### config.mk
export PLATFORM = sky130hd
export DESIGN_NAME = lcd_text_engine_flat
export DESIGN_NICKNAME = d
export VERILOG_FILES = /design/src/rtl/vend_lcd_pkg.sv /design/src/rtl/lcd_text_engine_if.sv /design/src/rtl/bin8_to_bcd3.sv /design/src/rtl/lcd_text_engine.sv /design/src/flat_wrapper.sv
export SDC_FILE = /design/constraint.sdc
export NUM_CORES = 1
export LEC_CHECK = 0
export ABC_AREA = 1
export CORE_ASPECT_RATIO = 1.1
export CORE_MARGIN = 2
export CORE_UTILIZATION = 41
export DETAILED_ROUTE_END_ITERATION = 10
export DONT_BUFFER_PORTS = 1
export MAX_ROUTING_LAYER = met4
export PLACE_DENSITY = 0.56
export SLEW_MARGIN = 10
export SYNTH_ARGS = -nofsm -noshare
export SYNTH_HDL_FRONTEND = slang
export SYNTH_HIERARCHICAL = 1
export SYNTH_SLANG_ARGS = --single-unit
### constraint.sdc
create_clock -name clk -period 3.67 [get_ports clk]
set_input_delay 0.5505 -clock clk [delete_from_list [all_inputs] [get_ports clk]]
set_output_delay 0.5505 -clock clk [all_outputs]
set_load 0.005 [all_outputs]
### src/rtl/vend_lcd_pkg.sv
// Shared constants, state encodings and the character generator for the
// vending-machine LCD text engine.
package vend_lcd_pkg;

  localparam logic [7:0] CMD_FUNC_SET = 8'h38;
  localparam logic [7:0] CMD_DISP_ON  = 8'h0C;
  localparam logic [7:0] CMD_ENTRY    = 8'h06;
  localparam logic [7:0] CMD_CLR      = 8'h01;
  localparam logic [7:0] CMD_LINE1    = 8'h80;
  localparam logic [7:0] CMD_LINE2    = 8'hC0;
  localparam logic [7:0] SP           = 8'h20;

  localparam logic [3:0][7:0]  INIT_SEQ  = {CMD_CLR, CMD_ENTRY, CMD_DISP_ON, CMD_FUNC_SET};
  localparam logic [3:0][39:0] ITEM_NAME = {"COKE ", "LAYS ", "PEPSI", "-----"};

  typedef enum logic [3:0] {
    ST_PWR_WAIT, ST_INIT, ST_IDLE, ST_LATCH, ST_BCD, ST_CLEAR,
    ST_ADDR1, ST_LINE1, ST_ADDR2, ST_LINE2, ST_DONE
  } state_t;

  typedef enum logic [1:0] {PH_SETUP, PH_EN_HI, PH_EN_LO, PH_WAIT} phase_t;

  function automatic logic is_write(input state_t s);
    return s inside {ST_INIT, ST_CLEAR, ST_ADDR1, ST_LINE1, ST_ADDR2, ST_LINE2};
  endfunction

  // Builds the whole 16-char line, then picks column idx (column 0 in the MSBs).
  function automatic logic [7:0] char_at(input logic [3:0] msg, input logic line,
                                         input logic [3:0] idx, input logic [1:0] item,
                                         input logic [2:0] qty, input logic [3:0] h,
                                         input logic [3:0] t, input logic [3:0] u);
    logic [127:0] l;
    logic [39:0]  nm;
    logic [23:0]  ppp;
    nm  = ITEM_NAME[item];
    ppp = {4'h3, h, 4'h3, t, 4'h3, u};
    l   = {16{SP}};
    case (msg)
      4'd1, 4'd2: l = line ? {"QTY ", 5'b00110, qty, {11{SP}}} : {nm, " Rs.", ppp, {4{SP}}};
      4'd3:       l = line ? {"Rs.", ppp, {10{SP}}} : {"INSERT MONEY", {4{SP}}};
      4'd4:       l = line ? {nm, {11{SP}}} : {"SOLD OUT", {8{SP}}};
      default:    l = {16{SP}};
    endcase
    return l[{~idx, 3'b000} +: 8];
  endfunction

endpackage

### src/rtl/lcd_text_engine_if.sv
// Request and LCD-bus signals between the upstream FSM, the engine and the panel.
interface lcd_text_engine_if;
  logic       start;
  logic [1:0] item;
  logic [2:0] qty;
  logic [7:0] price;
  logic [3:0] msg_index;
  logic       done;
  logic [7:0] lcd;
  logic       lcd_rs;
  logic       lcd_rw;
  logic       lcd_en;

  modport master (output start, item, qty, price, msg_index,
                  input  done, lcd, lcd_rs, lcd_rw, lcd_en);
  modport slave  (input  start, item, qty, price, msg_index,
                  output done, lcd, lcd_rs, lcd_rw, lcd_en);
endinterface

### src/rtl/bin8_to_bcd3.sv
// Sequential double-dabble: 8-bit binary to three BCD digits in 8 shift cycles.
module bin8_to_bcd3 (
  input  logic       clk,
  input  logic       rst,
  input  logic       start,
  input  logic [7:0] din,
  output logic       done,
  output logic [3:0] hundreds,
  output logic [3:0] tens,
  output logic [3:0] units
);
  logic [19:0] r_sh;
  logic [3:0]  r_cnt;
  logic        r_done;

  function automatic logic [19:0] dabble(input logic [19:0] s);
    logic [19:0] a;
    a = s;
    for (int d = 0; d < 3; d++)
      if (a[8+4*d +: 4] >= 4'd5) a[8+4*d +: 4] = a[8+4*d +: 4] + 4'd3;
    return a << 1;
  endfunction

  // The start cycle already performs the first shift (no adjust needed on zero digits).
  always_ff @(posedge clk or negedge rst) begin
    if (!rst) begin
      r_sh   <= '0;
      r_cnt  <= '0;
      r_done <= 1'b0;
    end else if (start) begin
      r_sh   <= {12'd0, din} << 1;
      r_cnt  <= 4'd7;
      r_done <= 1'b0;
    end else if (r_cnt != 4'd0) begin
      r_sh   <= dabble(r_sh);
      r_cnt  <= r_cnt - 4'd1;
      r_done <= (r_cnt == 4'd1);
    end else begin
      r_done <= 1'b0;
    end
  end

  assign done     = r_done;
  assign hundreds = r_sh[19:16];
  assign tens     = r_sh[15:12];
  assign units    = r_sh[11:8];
endmodule

### src/rtl/lcd_text_engine.sv
// HD44780 8-bit write-only driver: power-on init, then formats and writes two
// 16-char lines per request and pulses done.
module lcd_text_engine
  import vend_lcd_pkg::*;
#(
  parameter int unsigned T_EN  = 25,
  parameter int unsigned T_CMD = 2500,
  parameter int unsigned T_CLR = 100000,
  parameter int unsigned T_PWR = 1000000
) (
  input logic              clk,
  input logic              rst,
  lcd_text_engine_if.slave bus
);
  localparam int CW = 20;

  state_t        r_state, w_nstate;
  phase_t        r_ph, w_nph;
  logic [CW-1:0] r_cnt, w_ncnt;
  logic [3:0]    r_idx, w_nidx;
  logic          r_pend, w_npend, w_byte_end;
  logic [1:0]    r_item;
  logic [2:0]    r_qty;
  logic [7:0]    r_price;
  logic [3:0]    r_msg;
  logic          r_done, r_en, r_rs, r_bcd_go;
  logic [7:0]    r_lcd, w_byte;
  logic          w_rs, w_bcd_done;
  logic [3:0]    w_h, w_t, w_u;

  bin8_to_bcd3 u_bcd (
    .clk(clk), .rst(rst), .start(r_bcd_go), .din(r_price),
    .done(w_bcd_done), .hundreds(w_h), .tens(w_t), .units(w_u)
  );

  always_comb begin
    w_nstate   = r_state;
    w_nph      = r_ph;
    w_ncnt     = r_cnt;
    w_nidx     = r_idx;
    w_npend    = r_pend | (bus.start & (r_state == ST_PWR_WAIT || r_state == ST_INIT));
    w_byte_end = 1'b0;
    if (is_write(r_state)) begin
      case (r_ph)
        PH_SETUP: begin w_nph = PH_EN_HI; w_ncnt = CW'(T_EN - 1); end
        PH_EN_HI: if (r_cnt == '0) w_nph = PH_EN_LO; else w_ncnt = r_cnt - 20'd1;
        PH_EN_LO: begin
          w_nph  = PH_WAIT;
          w_ncnt = (!r_rs && r_lcd == CMD_CLR) ? CW'(T_CLR - 1) : CW'(T_CMD - 1);
        end
        default:  if (r_cnt == '0) begin w_nph = PH_SETUP; w_byte_end = 1'b1; end
                  else w_ncnt = r_cnt - 20'd1;
      endcase
    end
    case (r_state)
      ST_PWR_WAIT: if (r_cnt == '0) begin
                     w_nstate = ST_INIT; w_nidx = '0; w_nph = PH_SETUP;
                   end else w_ncnt = r_cnt - 20'd1;
      ST_INIT:     if (w_byte_end) begin
                     if (r_idx == 4'd3) begin
                       w_nstate = w_npend ? ST_LATCH : ST_IDLE;
                       w_npend  = 1'b0;
                     end else w_nidx = r_idx + 4'd1;
                   end
      ST_IDLE:     if (bus.start) w_nstate = ST_LATCH;
      ST_LATCH:    w_nstate = ST_BCD;
      ST_BCD:      if (w_bcd_done) w_nstate = ST_CLEAR;
      ST_CLEAR:    if (w_byte_end) w_nstate = ST_ADDR1;
      ST_ADDR1:    if (w_byte_end) begin w_nstate = ST_LINE1; w_nidx = '0; end
      ST_LINE1:    if (w_byte_end) begin
                     if (r_idx == 4'd15) w_nstate = ST_ADDR2; else w_nidx = r_idx + 4'd1;
                   end
      ST_ADDR2:    if (w_byte_end) begin w_nstate = ST_LINE2; w_nidx = '0; end
      ST_LINE2:    if (w_byte_end) begin
                     if (r_idx == 4'd15) w_nstate = ST_DONE; else w_nidx = r_idx + 4'd1;
                   end
      ST_DONE:     w_nstate = ST_IDLE;
      default:     w_nstate = ST_PWR_WAIT;
    endcase
  end

  // Byte for the write about to start; loaded on the edge entering SETUP.
  always_comb begin
    w_byte = 8'h00;
    w_rs   = 1'b0;
    case (w_nstate)
      ST_INIT:  w_byte = INIT_SEQ[w_nidx[1:0]];
      ST_CLEAR: w_byte = CMD_CLR;
      ST_ADDR1: w_byte = CMD_LINE1;
      ST_ADDR2: w_byte = CMD_LINE2;
      ST_LINE1, ST_LINE2: begin
        w_rs   = 1'b1;
        w_byte = char_at(r_msg, w_nstate == ST_LINE2, w_nidx, r_item, r_qty, w_h, w_t, w_u);
      end
      default:  w_byte = 8'h00;
    endcase
  end

  always_ff @(posedge clk or negedge rst) begin
    if (!rst) begin
      r_state  <= ST_PWR_WAIT;
      r_ph     <= PH_SETUP;
      r_cnt    <= CW'(T_PWR - 1);
      r_idx    <= '0;
      r_pend   <= 1'b0;
      r_item   <= '0;
      r_qty    <= '0;
      r_price  <= '0;
      r_msg    <= '0;
      r_done   <= 1'b0;
      r_en     <= 1'b0;
      r_rs     <= 1'b0;
      r_lcd    <= '0;
      r_bcd_go <= 1'b0;
    end else begin
      r_state  <= w_nstate;
      r_ph     <= w_nph;
      r_cnt    <= w_ncnt;
      r_idx    <= w_nidx;
      r_pend   <= w_npend;
      r_done   <= (w_nstate == ST_DONE);
      r_en     <= is_write(w_nstate) && (w_nph == PH_EN_HI);
      r_bcd_go <= (r_state == ST_LATCH);
      if (r_state == ST_LATCH) begin
        r_item  <= bus.item;
        r_qty   <= bus.qty;
        r_price <= bus.price;
        r_msg   <= bus.msg_index;
      end
      if (is_write(w_nstate) && w_nph == PH_SETUP) begin
        r_lcd <= w_byte;
        r_rs  <= w_rs;
      end
    end
  end

  assign bus.done   = r_done;
  assign bus.lcd    = r_lcd;
  assign bus.lcd_rs = r_rs;
  assign bus.lcd_rw = 1'b0;
  assign bus.lcd_en = r_en;
endmodule

### src/flat_wrapper.sv
// flat-port wrapper written by rule: the top's interface ports become plain ports
module lcd_text_engine_flat import vend_lcd_pkg::*;
#(
  parameter int unsigned T_EN  = 25,
  parameter int unsigned T_CMD = 2500,
  parameter int unsigned T_CLR = 100000,
  parameter int unsigned T_PWR = 1000000
)
  (clk, rst, bus_start, bus_item, bus_qty, bus_price, bus_msg_index, bus_done, bus_lcd, bus_lcd_rs, bus_lcd_rw, bus_lcd_en);
  lcd_text_engine_if bus_i ();
  input logic clk;
  input logic rst;
  input wire logic [$bits(bus_i.start)-1:0] bus_start;
  input wire logic [$bits(bus_i.item)-1:0] bus_item;
  input wire logic [$bits(bus_i.qty)-1:0] bus_qty;
  input wire logic [$bits(bus_i.price)-1:0] bus_price;
  input wire logic [$bits(bus_i.msg_index)-1:0] bus_msg_index;
  output wire logic [$bits(bus_i.done)-1:0] bus_done;
  output wire logic [$bits(bus_i.lcd)-1:0] bus_lcd;
  output wire logic [$bits(bus_i.lcd_rs)-1:0] bus_lcd_rs;
  output wire logic [$bits(bus_i.lcd_rw)-1:0] bus_lcd_rw;
  output wire logic [$bits(bus_i.lcd_en)-1:0] bus_lcd_en;
  assign bus_i.start = bus_start;
  assign bus_i.item = bus_item;
  assign bus_i.qty = bus_qty;
  assign bus_i.price = bus_price;
  assign bus_i.msg_index = bus_msg_index;
  assign bus_done = bus_i.done;
  assign bus_lcd = bus_i.lcd;
  assign bus_lcd_rs = bus_i.lcd_rs;
  assign bus_lcd_rw = bus_i.lcd_rw;
  assign bus_lcd_en = bus_i.lcd_en;
  lcd_text_engine #(.T_EN(T_EN), .T_CMD(T_CMD), .T_CLR(T_CLR), .T_PWR(T_PWR)) u_core (.clk(clk), .rst(rst), .bus(bus_i));
endmodule
==> notes.md, run 1 <==
Physical design

In the synthesized netlist the dominant register cell turns out to be sky130_fd_sc_hd__dfrtp_1. The worst setup path is launched from a register. The via count of the first global-routing pass was 5,890.

The met2 usage stands at 41.50%. The core footprint stands at 15,000 µm². Per the post-synthesis report, the number of cells in the design is 900. The post-place instance area stands at 6405 µm². The antenna cell count stands at 0.

In the final report, the number of pins over their slew limit comes to 0. The final route contains 5,972 vias. The routed wirelength on the met1 layer is recorded as 7166 µm.

Once layout is done, the placed cells without fillers occupy 6765 µm². Per the CTS log, the root buffer master is sky130_fd_sc_hd__clkbuf_16. Of the total synthesized cell area, the portion taken by AND, OR, NAND and NOR gates is 37.21%.

The final weighted congestion of routability-driven global placement stands at 0.9938. Per the summary, power density relative to cell area is 282.3 nW/µm². Once placement completed, the tool counted placed cells totaling 1,081. The worst setup path is captured at a register.

The script logs the mean routed wire length per placed instance as 16.59 µm. The area fraction in compound gates stands at 13.39%. The number of DRC markers in iteration 0 stands at 480.

TritonCTS built the clock tree. The count of buffer and inverter cells on the critical path stands at 2. In this run the most used layer during global routing was met2. The flow ran to the end, and the final reports show no timing, DRC or antenna violations. Grouping stages by cell kind, the critical path spends the most delay in simple AND/OR/NAND/NOR gates. The fraction of met1 tracks used by global routing stands at 27.27%. The report counts max-capacitance violations totalling 0. The netlist uses 52 different library cells. Looking at the reg2reg group, the worst path ends at u_core/bus.lcd[0]$_DFFE_PN0P_. The area share of the leading cell type in the synthesized netlist stands at 28.70%. The Yosys step of the flow raised 6 warnings.

After synthesis, flip-flops and latches occupy 33.73% of the total area. The largest fanout on the critical path stands at 10. The count of final hold-check violations stands at 0. The skew report gives the latency at the later pin of the worst-skew pair as 0.35 ns. The library cell used most frequently in the layout, excluding fill and tap cells, is sky130_fd_sc_hd__nand2_1. Of the total synthesized cell area, the portion taken by full adders, half adders and majority gates is 3.787%. The number of iterations in the first detailed-routing pass stands at 5. The worst max-slew margin expressed relative to the limit stands at 56.21%.

The total of endpoints with negative setup slack in the final report stands at 0. The clock-pin slew on the worst setup and hold paths stands at 0.07 ns. The maximum VDD drop stands at 0.2664 mV.

Post-CTS repair changed the size of 0 cells. The initial antenna violation count stands at 0. The CTS buffer count stands at 9. The clock tree skew after final layout stands at 0.005374 ns. The critical path starts at u_core/r_cnt[0]$_DFF_PN1_.

Entering global routing, the biggest net connects 73 pins. The count of flip-flops with a built-in enable after synthesis stands at 0. Ranked by total cell area, the synthesized netlist is headed by sky130_fd_sc_hd__dfrtp_1, sky130_fd_sc_hd__nand2_1, sky130_fd_sc_hd__inv_1. The floorplan step set the die height to 133.8 µm.

In the final design database the tool counted 939 nets. Leaving out fill and tap cells, the most frequent cells in the layout are sky130_fd_sc_hd__nand2_1, sky130_fd_sc_hd__inv_1, sky130_fd_sc_hd__nor2_1. Setup repair after global routing left no endpoint under its margin. The setup check on the worst reg-to-reg path leaves a slack of 0.41 ns. The half-perimeter wire length after detailed placement stands at 13,600 µm.

The largest total area in the synthesized netlist belongs to sky130_fd_sc_hd__dfrtp_1. The number of cells on the critical path stands at 23. The first global-routing pass estimated 30,320 µm of wire. For this design, Yosys synthesis ends with a cell count of 900. The critical path's largest stage delay stands at 0.51 ns. The per-instance average area after synthesis stands at 6.975 µm².

The fraction of final layout cells with drive strength greater than 1 stands at 11.49%. The critical path in this run is classified as register to register. The cell-mix breakdown from Yosys lists the XOR/XNOR area share as 1.535%. OpenROAD emitted warnings numbering 37. The setup fix buffers added after clock tree synthesis stands at 0.

After detailed routing, the met2 layer carries 9212 µm of wire. The area of the die stands at 16,320 µm². The met3 wire length stands at 935 µm.

The area fraction in mux cells stands at 0%. The min-delay analysis places its worst path in the category input port to async pin. The buffer depth of the longest clock path stands at 2. The data required time of the critical path stands at 3.92 ns. From synthesis to final layout, the design area changed by 7.774%.

In the synthesized netlist, the dominant kind of combinational cell is simple AND/OR/NAND/NOR gates. The leftover overflow at the end of global routing stands at 0. The die width stands at 122.0 µm. The depth of the worst register-to-register path stands at 23.

The pre-placement core utilization stands at 41.86%. Wires add up to 18,270 µm. The endpoint arrival time on the critical path stands at 3.51 ns. The finished layout holds 1,101 standard cells, fillers aside.

Synthesis inferred 84 register bits. Per the synth stats, the proportion of register bits with asynchronous set or reset is 100.0%. The number of remaining DRC errors stands at 0. After layout, the worst path uses 88.85% of the clock period.
==> run 1: state kept, by name (all words and copies together), names as in the netlist <==
| name | flops |
|---|---|
| u_core/u_bcd/done | 1 |
| u_core/r_msg | 4 |
| u_core/bus.lcd_en | 1 |
| u_core/r_state | 4 |
| u_core/r_cnt | 20 |
| u_core/bus.lcd_rs | 1 |
| u_core/r_qty | 3 |
| u_core/r_bcd_go | 1 |
| u_core/r_pend | 1 |
| u_core/bus.lcd | 8 |
| u_core/r_ph | 2 |
| u_core/bus.done | 1 |
| u_core/u_bcd/r_sh | 19 |
| u_core/r_price | 8 |
| u_core/r_item | 2 |
| u_core/u_bcd/r_cnt | 4 |
| u_core/r_idx | 4 |
==> run 1: cells by family after synthesis <==
group,count (synthesis)
other,1
adders and majority gates,19
buffers and inverters,141
xor gates and xnor gates,11
and+or+nand+nor,501
AOI/OAI and AO/OA,143
DFF,84
==> run 1: where the power goes <==
part	switching [W]	total [W]	internal, W
Combinational	0.0000160	0.0000193	0.00000333
Sequential	0	0.000926	0.000926
Clock	0.000427	0.000965	0.000537
==> run 1: final cells by class <==
type                       count  area (µm²)
clock buffer                   9       225.2
clock inverter                 7       82.58
fill                        1592        8230
inverter                     112       422.9
multi-input combinational    676        3525
sequential                    84        2117
tap                          196       245.2
timing repair buffer          17       147.6
==> run 1: cell usage after synthesis, types with 5 or more instances <==
| master | n |
|---|---|
| sky130_fd_sc_hd__buf_2 | 5 |
| sky130_fd_sc_hd__dfstp_2 | 12 |
| sky130_fd_sc_hd__nor2_1 | 85 |
| sky130_fd_sc_hd__o211ai_1 | 7 |
| sky130_fd_sc_hd__inv_2 | 10 |
| sky130_fd_sc_hd__dfrtp_1 | 72 |
| sky130_fd_sc_hd__nor2_2 | 6 |
| sky130_fd_sc_hd__a31oi_1 | 10 |
| sky130_fd_sc_hd__a21oi_1 | 41 |
| sky130_fd_sc_hd__nand2_1 | 267 |
| sky130_fd_sc_hd__o21ai_1 | 7 |
| sky130_fd_sc_hd__o22ai_1 | 5 |
| sky130_fd_sc_hd__nor4_1 | 5 |
| sky130_fd_sc_hd__ha_1 | 19 |
| sky130_fd_sc_hd__xor2_1 | 9 |
| sky130_fd_sc_hd__inv_1 | 99 |
| sky130_fd_sc_hd__buf_4 | 13 |
| sky130_fd_sc_hd__o31ai_1 | 5 |
| sky130_fd_sc_hd__nor3_1 | 9 |
| sky130_fd_sc_hd__clkbuf_1 | 6 |
| sky130_fd_sc_hd__nand3_2 | 10 |
| sky130_fd_sc_hd__o21ai_0 | 48 |
| sky130_fd_sc_hd__nor2_4 | 5 |
| sky130_fd_sc_hd__nand4_1 | 20 |
| sky130_fd_sc_hd__nand3_1 | 72 |
| sky130_fd_sc_hd__nand2_2 | 7 |
==> run 1: per-stage QoR <==
stage	hold WS [ns]	power, W	setup WS [ns]
5_1_grt	0.01602	0.001976	0.05754
2_1_floorplan	0.2549	0.0009449	1.031
3_3_place_gp	0.2583	0.0009440	0.3080
4_1_cts	0.02299	0.001936	0.2514
6_report	0.03637	0.001910	0.4091
3_5_place_dp	0.2597	0.0009439	0.2633
### Sequential cells colored by netlist name, run 1

Other sequential cells in the stronger gray, the rest of the logic in the fainter gray.
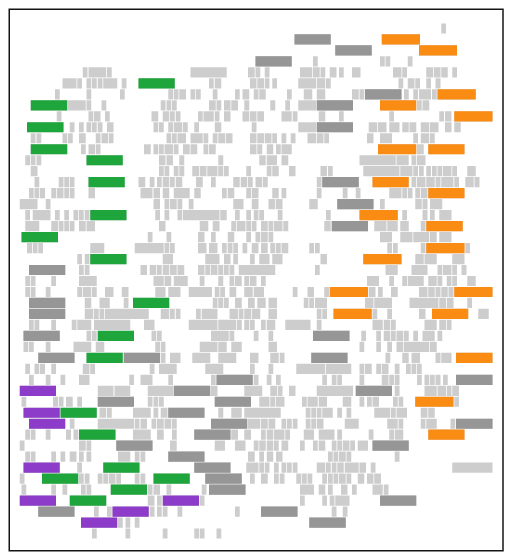
u_core/r_price: in purple, flops 8, where south-west. u_core/u_bcd/r_sh: in green, flops 19. u_core/r_cnt: in orange, flops 20.

### The metal 2 layer, run 1

Scale bar: 20 µm.
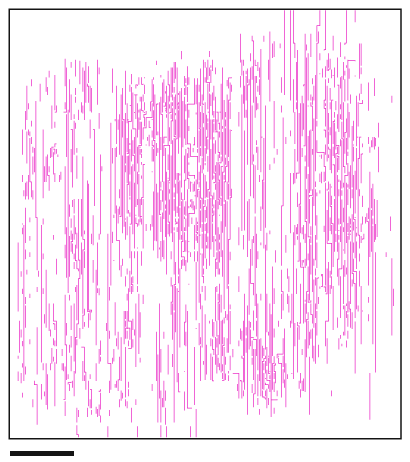
709 nets have wire on it. The longest straight run is 57.1 µm.

### Placement view, run 1

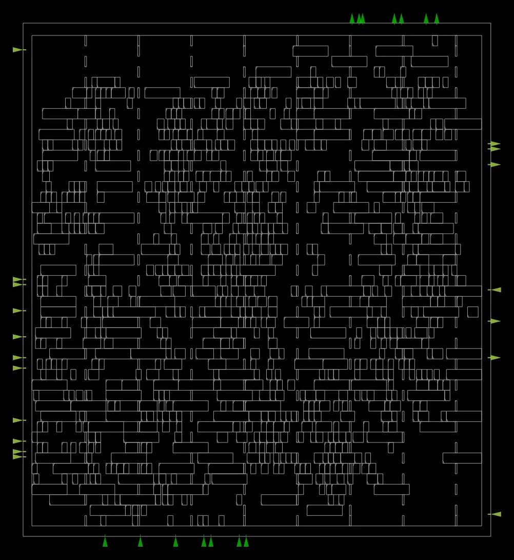
placement row count: 47
tapcells inserted: 196
tally of filler cells in the layout: 1,592
final core utilization: 45.11%
number of flip-flops and latches: 84

### Port wiring, run 1

Scale bar: 20 µm.
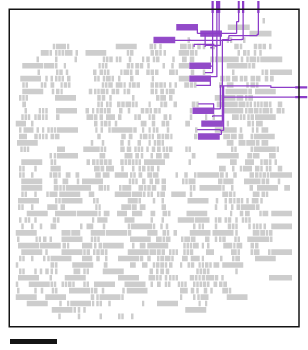
bus_lcd: in purple, direction output, edge 6 north, 2 east, end cells 8, buffers 0, wire 364 µm.
# IOs: 32
Port Buffers: 0

==> run 2, diff against run 1 <==
--- a/config.mk
+++ b/config.mk
@@ -11,6 +11,7 @@
 export CORE_UTILIZATION = 41
 export DETAILED_ROUTE_END_ITERATION = 10
 export DONT_BUFFER_PORTS = 1
+export GPL_ROUTABILITY_DRIVEN = 1
 export MAX_ROUTING_LAYER = met4
 export PLACE_DENSITY = 0.56
 export SLEW_MARGIN = 10
### Routed metal, one color a layer, run 2

Only two layers are drawn.
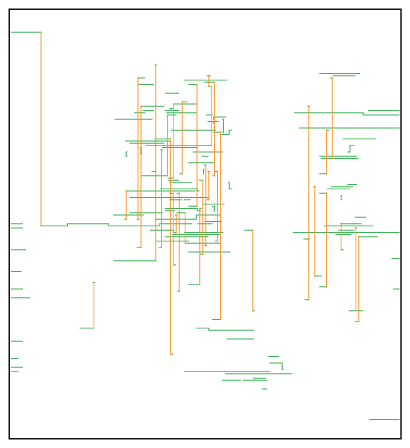
metal 3: in green, wire length 936 µm. metal 4: in orange, wire length 956 µm.
Tot GR Track Use: 24.60%
sum of routed wire length over all layers: 18,270 µm

==> run 2 against run 1 <==
Against the previous run: maximum frequency unchanged; clock skew is the same; wire length unchanged; critical endpoint unchanged; largest cell class unchanged; largest power group unchanged; highest routed layer unchanged.
==> notes.md, run 2 <==
Physical design

Per the cell usage report, the commonest logic cell in the layout is sky130_fd_sc_hd__nand2_1. The layout overhead on the synthesized area came to 7.774% (unchanged). The count of final hold-check violations stands at 0 (unchanged). The largest registers in the layout are u_core/r_cnt (20), u_core/u_bcd/r_sh (19). The clock tree skew after final layout stands at 0.005374 ns (unchanged).

The leftover overflow at the end of global routing stands at 0 (unchanged). The power density over the cells stands at 282.3 nW/µm² (unchanged). STA classifies the critical path endpoint as a register.

The endpoint arrival time on the critical path came to 3.51 ns (about the same). The final-report max-slew violation count stands at 0 (unchanged). STA classifies the critical path startpoint as a register.

The total of endpoints with negative setup slack in the final report is 0 (unchanged). The number of flip-flops and latches in the synthesized netlist was 84 (unchanged). The Yosys warning count came to 6 (unchanged). The per-instance average area after synthesis stands at 6.975 µm² (unchanged). The count of buffer and inverter cells on the critical path stands at 2 (unchanged).

The number of remaining DRC errors stands at 0 (unchanged). The die boundary height is 133.8 µm (unchanged). The CTS buffer count stands at 9 (unchanged).

The initial antenna violation count stands at 0 (unchanged). Ranking logic cells in the layout by count gives the top entries sky130_fd_sc_hd__nand2_1, sky130_fd_sc_hd__inv_1, sky130_fd_sc_hd__nor2_1. The flow ran to the end, and the final reports show no timing, DRC or antenna violations. Grouping stages by cell kind, the critical path spends the most delay in simple AND/OR/NAND/NOR gates. The worst max-slew margin expressed relative to the limit is 56.21% (unchanged). The register with the most flip-flops in the final layout is u_core/r_cnt. The area of the die was 16,320 µm² (unchanged). The post-layout period usage of the worst path was 88.85% (unchanged). The area share of the leading cell type in the synthesized netlist was 28.70% (unchanged). The simple-gate share of the synthesized area stands at 37.21% (unchanged). The number of standard cells reported by yosys was 900 (unchanged). The fraction of final layout cells with drive strength greater than 1 stands at 11.49% (unchanged).

The half-perimeter wire length after detailed placement was 13,600 µm (unchanged). The pin count of the biggest net entering global routing came to 73 (unchanged). The critical path's largest stage delay stands at 0.51 ns (about the same). In this run the clock root is driven by a sky130_fd_sc_hd__clkbuf_16. The area fraction in mux cells was 0% (unchanged). The tool warning count came to 37 (unchanged).
## run 2: cell counts after synthesis
No cell type changed its count.
## run 2: report_power, final
part	switching [W]	internal [W]
clock	0.000427	0.000537
sequential	0	0.000926
combinational	0.0000160	0.00000333
## run 2: path summary, 6_finish.rpt
kind | startpoint | end | slack [ns] | cells after the start
min in group clk | bus_price[4] | u_core/r_price[4]$_DFFE_PN0P_ | 0.31 | 2
hold reg to reg | u_core/r_price[4]$_DFFE_PN0P_ | u_core/r_price[4]$_DFFE_PN0P_ | 0.47 | 2
max in group asynchronous | rst | u_core/u_bcd/r_sh[19]$_DFFE_PN0P_ | 3.27 | 1
setup / recovery | u_core/r_cnt[0]$_DFF_PN1_ | u_core/bus.lcd[0]$_DFFE_PN0P_ | 0.41 | 23
setup reg to reg | u_core/r_cnt[0]$_DFF_PN1_ | u_core/bus.lcd[0]$_DFFE_PN0P_ | 0.41 | 23
hold / removal | rst | u_core/r_cnt[3]$_DFF_PN1_ | 0.04 | 0
## run 2: metal layers
| metal | vias to the layer above | GRT usage [%] | routed length (µm) |
|---|---|---|---|
| li1 | 2955 | - | - |
| met1 | 2710 | 27.27 | 7166 |
| met2 | 237 | 41.50 | 9212 |
| met3 | 70 | 3.912 | 935 |
| met4 | 0 | 14.56 | 956 |
| met5 | - | - | 0 |
## run 2: metrics by stage
step / cell area, µm² / worst slack, ns / total power [W] / instances / util, %
2_1_floorplan: 6277 / 1.031 / 0.0009449 / 900 / -
3_3_place_gp: 6405 / 0.3080 / 0.0009440 / 1081 / 42.71
3_5_place_dp: 6405 / 0.2633 / 0.0009439 / 1081 / 42.71
4_1_cts: 6740 / 0.2514 / 0.001936 / 1098 / 44.95
5_1_grt: 6765 / 0.05754 / 0.001976 / 1101 / 45.11
6_report: 6765 / 0.4091 / 0.001910 / 1101 / 45.11
## run 2: area by class of cell
type                       count  area [µm²]
inverter                     112       422.9
clock inverter                 7       82.58
sequential                    84        2117
fill                        1592        8230
tap                          196       245.2
clock buffer                   9       225.2
timing repair buffer          17       147.6
multi-input combinational    676        3525
## run 2: logic make-up (layout without fill, tap and decap cells)
kind of cell	after synthesis	after routing
XOR/XNOR	11	11
other	1	1
buffers and inverters	141	145
AND-OR/OR-AND	143	143
adder cells (fa/ha/maj)	19	19
AND/OR/NAND/NOR	501	502
flip-flops	84	84
## run 2: timing repair
| item | CTS | global route |
|---|---|---|
| setup buffers | 0 | 2 |
| endpoints found under the setup margin | 0 | 7 |
| endpoints found under the hold margin | 72 | 0 |
| gates resized | 0 | 0 |
| hold buffers | 1 | 0 |
### Port wiring, run 2

Scale bar: 20 µm.
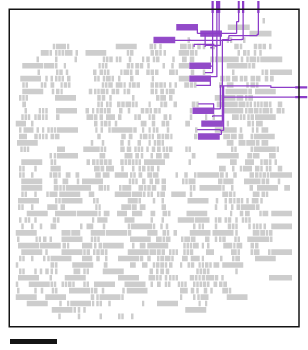

==> run 3, diff against run 2 <==
--- a/config.mk
+++ b/config.mk
@@ -17,5 +17,4 @@
 export SLEW_MARGIN = 10
 export SYNTH_ARGS = -nofsm -noshare
 export SYNTH_HDL_FRONTEND = slang
-export SYNTH_HIERARCHICAL = 1
 export SYNTH_SLANG_ARGS = --single-unit
### Port wiring, run 3

Scale bar: 20 µm.
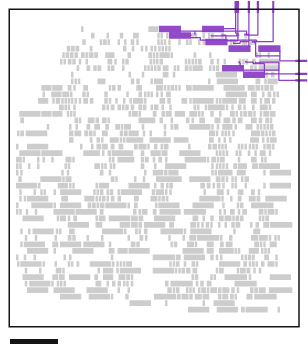
bus_lcd: in purple, direction output, edge 5 north, 3 east, end cells 8, buffers 0, wire 272 µm.

==> run 3 against run 2 <==
Against the previous run: synthesized cell count down 4.9%; non-clock buffer count up 1; cell area down 1.3%; sequential power about the same; largest power group is now registers.
==> notes.md, run 3 <==
Physical design

The final-report max-slew violation count came to 0 (unchanged). After synthesis, the netlist uses 51 different library cells. The fraction of registers with async set/reset stands at 100.0%. The clock-pin slew on the worst setup and hold paths stands at 0.07 ns.

The number of routed nets with antenna violations stands at 0. The half-perimeter wire length after detailed placement was 12,590 µm (-7.4%). Routed signal wires occupy layers up through met4. The sequential cell area fraction in the yosys report stands at 34.83%.

STA classifies the critical path startpoint as a register. The post-place instance area was 6281 µm² (-1.9%). The total I/O pin count stands at 32. In the final design database the tool counted 906 nets. The cell count after synthesis came out at 856. The global routing usage summed across all routing layers was 22.40% (-2.2 points).

The area occupied by multi-input gates is 3477 µm² (-1.3%). The final core area utilization stands at 46.21% (+1.1 points). Leaving out fill and tap cells, the most frequent cells in the layout are sky130_fd_sc_hd__nand2_1, sky130_fd_sc_hd__inv_1, sky130_fd_sc_hd__nor2_1. The number of flip-flops and latches in the synthesized netlist is 84 (unchanged).

The final wirelength came to 16,820 µm (-8.0%). CTS reports a maximum clock tree buffer depth of 2. The number of remaining DRC errors was 0 (unchanged). The worst setup slack after layout stands at 0.3207 ns (-0.08835 ns). The pin count of the biggest net entering global routing was 73 (unchanged). The met3 wire length stands at 791 µm (-15%).

The post-layout period usage of the worst path stands at 91.26% (+2.4 points). Per the post-synthesis report, the nets total 895. The met2 routed wirelength stands at 7886 µm (-14%). The total of endpoints with negative setup slack in the final report is 0 (unchanged).

The largest registers in the layout are u_core.r_cnt (20), u_core.u_bcd.r_sh (19). Sorting the Yosys area breakdown by cell type puts at the top sky130_fd_sc_hd__dfrtp_1. Checking hold timing, the worst path is listed with class input port to async pin. The insertion delay at the late pin of the worst-skew pair stands at 0.34 ns. Looking at the clock tree report, the root buffer type is sky130_fd_sc_hd__clkbuf_16.

The level count of the clock H-tree stands at 3. The area used by sequential logic in the layout came to 2117 µm² (unchanged). Setup repair after global routing could not meet its margin everywhere. The CTS buffer count stands at 9 (unchanged). After synthesis, the cell types taking the most area are sky130_fd_sc_hd__dfrtp_1, sky130_fd_sc_hd__nand2_1, sky130_fd_sc_hd__inv_1. The clock tree skew after final layout is 0.01212 ns (+0.006746 ns). Dividing the detail-routed via count by the number of cells gives 5.369. The area share of the leading cell type in the synthesized netlist stands at 29.64% (+0.94 points).

The worst max-slew margin expressed relative to the limit was 39.97% (-16 points). The power density over the cells stands at 278.0 nW/µm² (-1.5%). The leakage power summed over all cells stands at 3.333 nW.

In this build the clock could be raised as far as 0.2986 GHz. The count of final hold-check violations stands at 0 (unchanged). The area of the die is 15,820 µm² (-3.1%).

The final layout reports a setup TNS of 0 ns. The post-layout minimum cycle time stands at 3.349 ns. In the log, the iteration count for the first detailed-route pass is 5.

The met1 wire length was 7758 µm (+8.3%). The post-placement setup slack was 0.2443 ns (-0.01902 ns). TritonCTS built the clock tree. The final route contains 5,707 vias. The core region is 14,450 µm². The via count of the first global-routing pass is 5,573. The number of cells after detailed placement stands at 1,041 (-3.7%). The post-route standard cell area excluding fillers stands at 6675 µm² (-1.3%). The endpoint arrival time on the critical path stands at 3.58 ns (+0.07 ns).

The Yosys warning count stands at 0 (-6). The most common logic cell in the final layout is sky130_fd_sc_hd__nand2_1. The non-filler instance count after layout stands at 1,063 (-3.5%).

Counting flops with a built-in enable in the synthesized netlist gives 0. The slew at the pin with the worst max-slew slack stands at 0.8971 ns. The tool warning count came to 38 (+2.7%).

The final weighted congestion recorded by global placement is 0.9782. The initial antenna violation count came to 0 (unchanged). The data required time of the critical path stands at 3.90 ns. The area figure in the yosys stat output stands at 6078 µm². The register with the most flip-flops in the layout has 20 of them. The flow ran to the end, and the final reports show no timing, DRC or antenna violations.

The number of filler cells placed in the layout is 1,514 (-4.9%). The floorplan step records an initial core utilization of 42.08%. The die boundary height stands at 131.7 µm (-1.6%). Between the synthesized netlist and the finished layout, the area growth was recorded as 9.819%.

The critical path is of the register to register type. The mapped cell area stands at 6078 µm². The per-instance average area after synthesis stands at 7.101 µm² (+1.8%).

The floorplan has 46 rows. Buffers placed on the I/O ports in this run total 0. The fraction of final layout cells with drive strength greater than 1 stands at 13.32% (+1.8 points). The worst setup path is captured at a register. The first-pass GRT wire length stands at 27,860 µm. The largest register by flop count is u_core.r_cnt. The leftover overflow at the end of global routing came to 0 (unchanged). The number of standard cells reported by yosys is 856 (-4.9%).

The number of antenna diodes in the final layout is 0. Clock tree synthesis found a total of 84 sinks.
## run 3: final cells by class
| class | instances | area share, % |
|---|---|---|
| clock inverter | 5 | 0.9372 |
| inverter | 105 | 5.904 |
| clock buffer | 10 | 3.430 |
| multi-input combinational | 649 | 52.09 |
| sequential | 84 | 31.72 |
| tap | 192 | 3.599 |
| timing repair buffer | 18 | 2.324 |
## run 3: cells by family after synthesis
logic type | Yosys count | share of synthesized area [%]
fa+ha+maj | 19 | 3.911
compound gates | 143 | 14.55
buf+inv | 123 | 8.460
xor+xnor | 17 | 2.450
simple gates | 469 | 35.73
other cells | 1 | 0.06169
flops | 84 | 34.83
## run 3: metrics by stage
stage	hold WS (ns)	power, W
after floorplan	0.2549	0.0009448
after global placement	0.2571	0.0009441
after detailed placement	0.2572	0.0009440
after CTS	0.02921	0.001883
after global routing	0.02728	0.001917
final	0.04129	0.001856
## run 3: final timing paths
path	start	to	slack (ns)	cells past startpoint
min in group clk	bus_price[6]	u_core.r_price[6]$_DFFE_PN0P_	0.32	2
hold reg to reg	u_core.r_price[5]$_DFFE_PN0P_	u_core.r_price[5]$_DFFE_PN0P_	0.48	2
hold / removal	rst	u_core.r_cnt[2]$_DFF_PN1_	0.04	0
max in group asynchronous	rst	u_core.bus.lcd[0]$_DFFE_PN0P_	3.26	1
setup / recovery	u_core.r_cnt[0]$_DFF_PN1_	u_core.bus.lcd[4]$_DFFE_PN0P_	0.32	20
setup reg to reg	u_core.r_cnt[0]$_DFF_PN1_	u_core.bus.lcd[4]$_DFFE_PN0P_	0.32	20
## run 3: per-layer routing
metal  vias up  GRT usage, %
met2       165         35.73
met5         -             -
li1       2828             -
met3        33         3.646
met1      2681         28.88
met4         0         7.582
## run 3: what timing repair did
action | in CTS | in global routing
hold endpoints to repair | 72 | 0
hold buffers | 1 | 0
setup buffers | 0 | 6
endpoints found under the setup margin | 0 | 8
gates resized | 0 | 6
## run 3: where the power goes
part	switching [W]	internal [W]
clock network	0.000381	0.000529
logic	0.0000159	0.00000323
registers	0.00000000000000000000774	0.000926
## run 3: critical path, stage by stage (launching register included)
cell,delay [ns]
sky130_fd_sc_hd__dfstp_2,0.36
sky130_fd_sc_hd__inv_1,0.12
sky130_fd_sc_hd__ha_1,0.22
sky130_fd_sc_hd__nand2_2,0.10
sky130_fd_sc_hd__nor2_4,0.18
sky130_fd_sc_hd__nand2_1,0.12
sky130_fd_sc_hd__nor2_2,0.18
sky130_fd_sc_hd__nand2_2,0.16
sky130_fd_sc_hd__a21oi_2,0.22
sky130_fd_sc_hd__nand3b_1,0.13
sky130_fd_sc_hd__nand2_1,0.08
sky130_fd_sc_hd__nand2_1,0.13
sky130_fd_sc_hd__inv_1,0.47
sky130_fd_sc_hd__nand3_1,0.15
sky130_fd_sc_hd__o21ai_1,0.11
sky130_fd_sc_hd__o21ai_1,0.07
sky130_fd_sc_hd__o21bai_1,0.17
sky130_fd_sc_hd__nand2_1,0.07
sky130_fd_sc_hd__nand2_1,0.06
sky130_fd_sc_hd__nand2_1,0.07
sky130_fd_sc_hd__nand2_1,0.04
Power figures rest on the tool's default switching activity, not on a simulated workload.
